File: src/rtl/bin_word_deserializer.sv
// Serial MSB-first bit collector framing WIDTH-bit words
// into a small output FIFO with sticky fault flags.
module bin_word_deserializer #(
  parameter int WIDTH = 5,
  parameter int DEPTH = 2
) (
  input  logic                       clk,
  input  logic                       rst,
  input  logic                       ser_in,
  input  logic                       ser_valid,
  input  logic                       ser_first,
  input  logic                       clr_flags,
  output logic [WIDTH-1:0]           word_out,
  output logic                       word_valid,
  input  logic                       word_ready,
  output logic [$clog2(DEPTH+1)-1:0] level,
  output logic                       frame_err,
  output logic                       overflow
);

  localparam int CW = $clog2(WIDTH);
  localparam int PW = $clog2(DEPTH);
  localparam int LW = $clog2(DEPTH+1);
  localparam logic [CW-1:0] LAST = CW'(WIDTH-1);
  localparam logic [LW-1:0] FULL = LW'(DEPTH);

  typedef enum logic {
    IDLE,
    COLLECT
  } state_t;

  state_t           state, state_n;
  logic [CW-1:0]    cnt, cnt_n;
  logic [WIDTH-1:0] sreg, sreg_n;
  logic             push, ferr_set;
  logic [WIDTH-1:0] push_word;

  logic [WIDTH-1:0] mem [DEPTH];
  logic [PW-1:0]    wptr, rptr;
  logic             pop, full, wr_en, ovf_set;

  assign push_word = {sreg[WIDTH-2:0], ser_in};

  // Collector state, bit count and shift register
  always_ff @(posedge clk) begin
    if (rst) begin
      state <= IDLE;
      cnt   <= '0;
      sreg  <= '0;
    end else begin
      state <= state_n;
      cnt   <= cnt_n;
      sreg  <= sreg_n;
    end
  end

  // Framing decisions: restart on ser_first, push on last bit
  always_comb begin
    state_n  = state;
    cnt_n    = cnt;
    sreg_n   = sreg;
    push     = 1'b0;
    ferr_set = 1'b0;
    if (ser_valid) begin
      unique case (state)
        IDLE: begin
          if (ser_first) begin
            sreg_n  = {{(WIDTH-1){1'b0}}, ser_in};
            cnt_n   = CW'(1);
            state_n = COLLECT;
          end else begin
            ferr_set = 1'b1;
          end
        end
        COLLECT: begin
          if (ser_first) begin
            ferr_set = 1'b1;
            sreg_n   = {{(WIDTH-1){1'b0}}, ser_in};
            cnt_n    = CW'(1);
          end else begin
            sreg_n = push_word;
            if (cnt == LAST) begin
              push    = 1'b1;
              cnt_n   = '0;
              state_n = IDLE;
            end else begin
              cnt_n = cnt + CW'(1);
            end
          end
        end
        default: state_n = IDLE;
      endcase
    end
  end

  assign word_valid = (level != '0);
  assign full       = (level == FULL);
  assign pop        = word_valid & word_ready;
  assign wr_en      = push & (~full | pop);
  assign ovf_set    = push & full & ~pop;
  assign word_out   = word_valid ? mem[rptr] : '0;

  // FIFO storage; contents beyond level are don't-care
  always_ff @(posedge clk) begin
    if (wr_en)
      mem[wptr] <= push_word;
  end

  // FIFO pointers and occupancy
  always_ff @(posedge clk) begin
    if (rst) begin
      wptr  <= '0;
      rptr  <= '0;
      level <= '0;
    end else begin
      if (wr_en)
        wptr <= wptr + PW'(1);
      if (pop)
        rptr <= rptr + PW'(1);
      if (wr_en && !pop)
        level <= level + LW'(1);
      else if (pop && !wr_en)
        level <= level - LW'(1);
    end
  end

  // Sticky flags; a new fault beats a same-edge clear
  always_ff @(posedge clk) begin
    if (rst) begin
      frame_err <= 1'b0;
      overflow  <= 1'b0;
    end else begin
      frame_err <= ferr_set | (frame_err & ~clr_flags);
      overflow  <= ovf_set | (overflow & ~clr_flags);
    end
  end

endmodule
File: config.mk
export PLATFORM = sky130hd
export DESIGN_NAME = bin_word_deserializer
export DESIGN_NICKNAME = d
export VERILOG_FILES = /design/src/rtl/bin_word_deserializer.sv
export SDC_FILE = /design/constraint.sdc
export NUM_CORES = 1
export LEC_CHECK = 0
export ABC_AREA = 0
export CAP_MARGIN = 10
export CORE_MARGIN = 1.5
export CORE_UTILIZATION = 51
export DETAILED_ROUTE_END_ITERATION = 10
export GPL_ROUTABILITY_DRIVEN = 0
export PLACE_DENSITY = 0.82
export SETUP_SLACK_MARGIN = 0.05
export SLEW_MARGIN = 20
export SYNTH_ARGS = -nofsm -noshare
export SYNTH_HDL_FRONTEND = slang
export SYNTH_SLANG_ARGS = --single-unit
File: constraint.sdc
create_clock -name clk -period 2.5 [get_ports clk]
set_clock_uncertainty 0.05 [all_clocks]
set_input_delay 0.5 -clock clk [delete_from_list [all_inputs] [get_ports clk]]
set_output_delay 0.5 -clock clk [all_outputs]
set_load 0.01 [all_outputs]
final_congestion.png
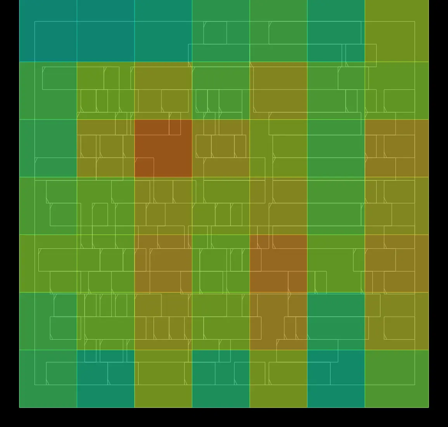
global routing usage on met1: 0.209
met3 GRT Util: 0.0276
met2 usage: 0.242

met1.png
(10 px per um)
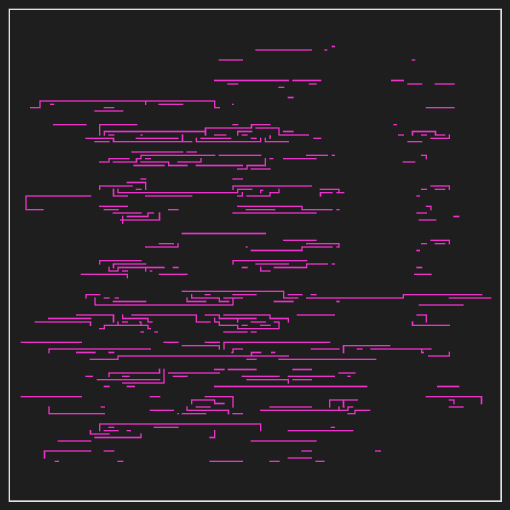
- nets with wire on the layer: 115
- wire length on this layer: 781 um
- share of all routed wire: 47%
Vias: 744
Routed WL: 1660 um

==> impl_metrics.tcl <==
# yosys + openroad results
set metrics [dict create \
    viasPerCell 5.10 \
    hold-path-cell-count 0 \
    start_kind "flip-flop" \
    hp-start "sreg[3]$_SDFFE_PP0P_" \
    portBuffers 16 \
    intPower_uw 508 \
    rsz0062_at_grt "false" \
    syn_avg_cell_area_um2 11.0 \
    layout.nets 131 \
    num-fill-cells 165 \
    crit_cells 3 \
    worstSetupPathType "reg -> out" \
    postCtsHoldBufs 0 \
    die_h_um 49.0 \
    wl_met3_um 46 \
    rows 16 \
    largestRegisters "mem (10), sreg (4), cnt (3)" \
    status "finished clean" \
    root_buffer "clkbuf_4" \
    power_density_nw_per_um2 492 \
    ys_top_cells_by_count "nor2_1 (16), dfxtp_1 (15), edfxtp_1 (10)" \
    drv_slew 0 \
    cts_tree "done" \
    hold_path.class "reg -> reg" \
    finalWorstSetupSlack_ns 0.253 \
    hold_violations 0 \
    logic_area_um2 447 \
    drc 0 \
    reg2reg_depth 7 \
    top_layer_used "met4" \
    wire_per_inst_um 11.3 \
    seq_area_frac_synth 0.556 \
    area_leaders "dfxtp_1 (28%), edfxtp_1 (28%), nor2_1 (5.6%)" \
    inverters_excl_clock 7 \
    top_register "mem" \
    dp.cells 142 \
]
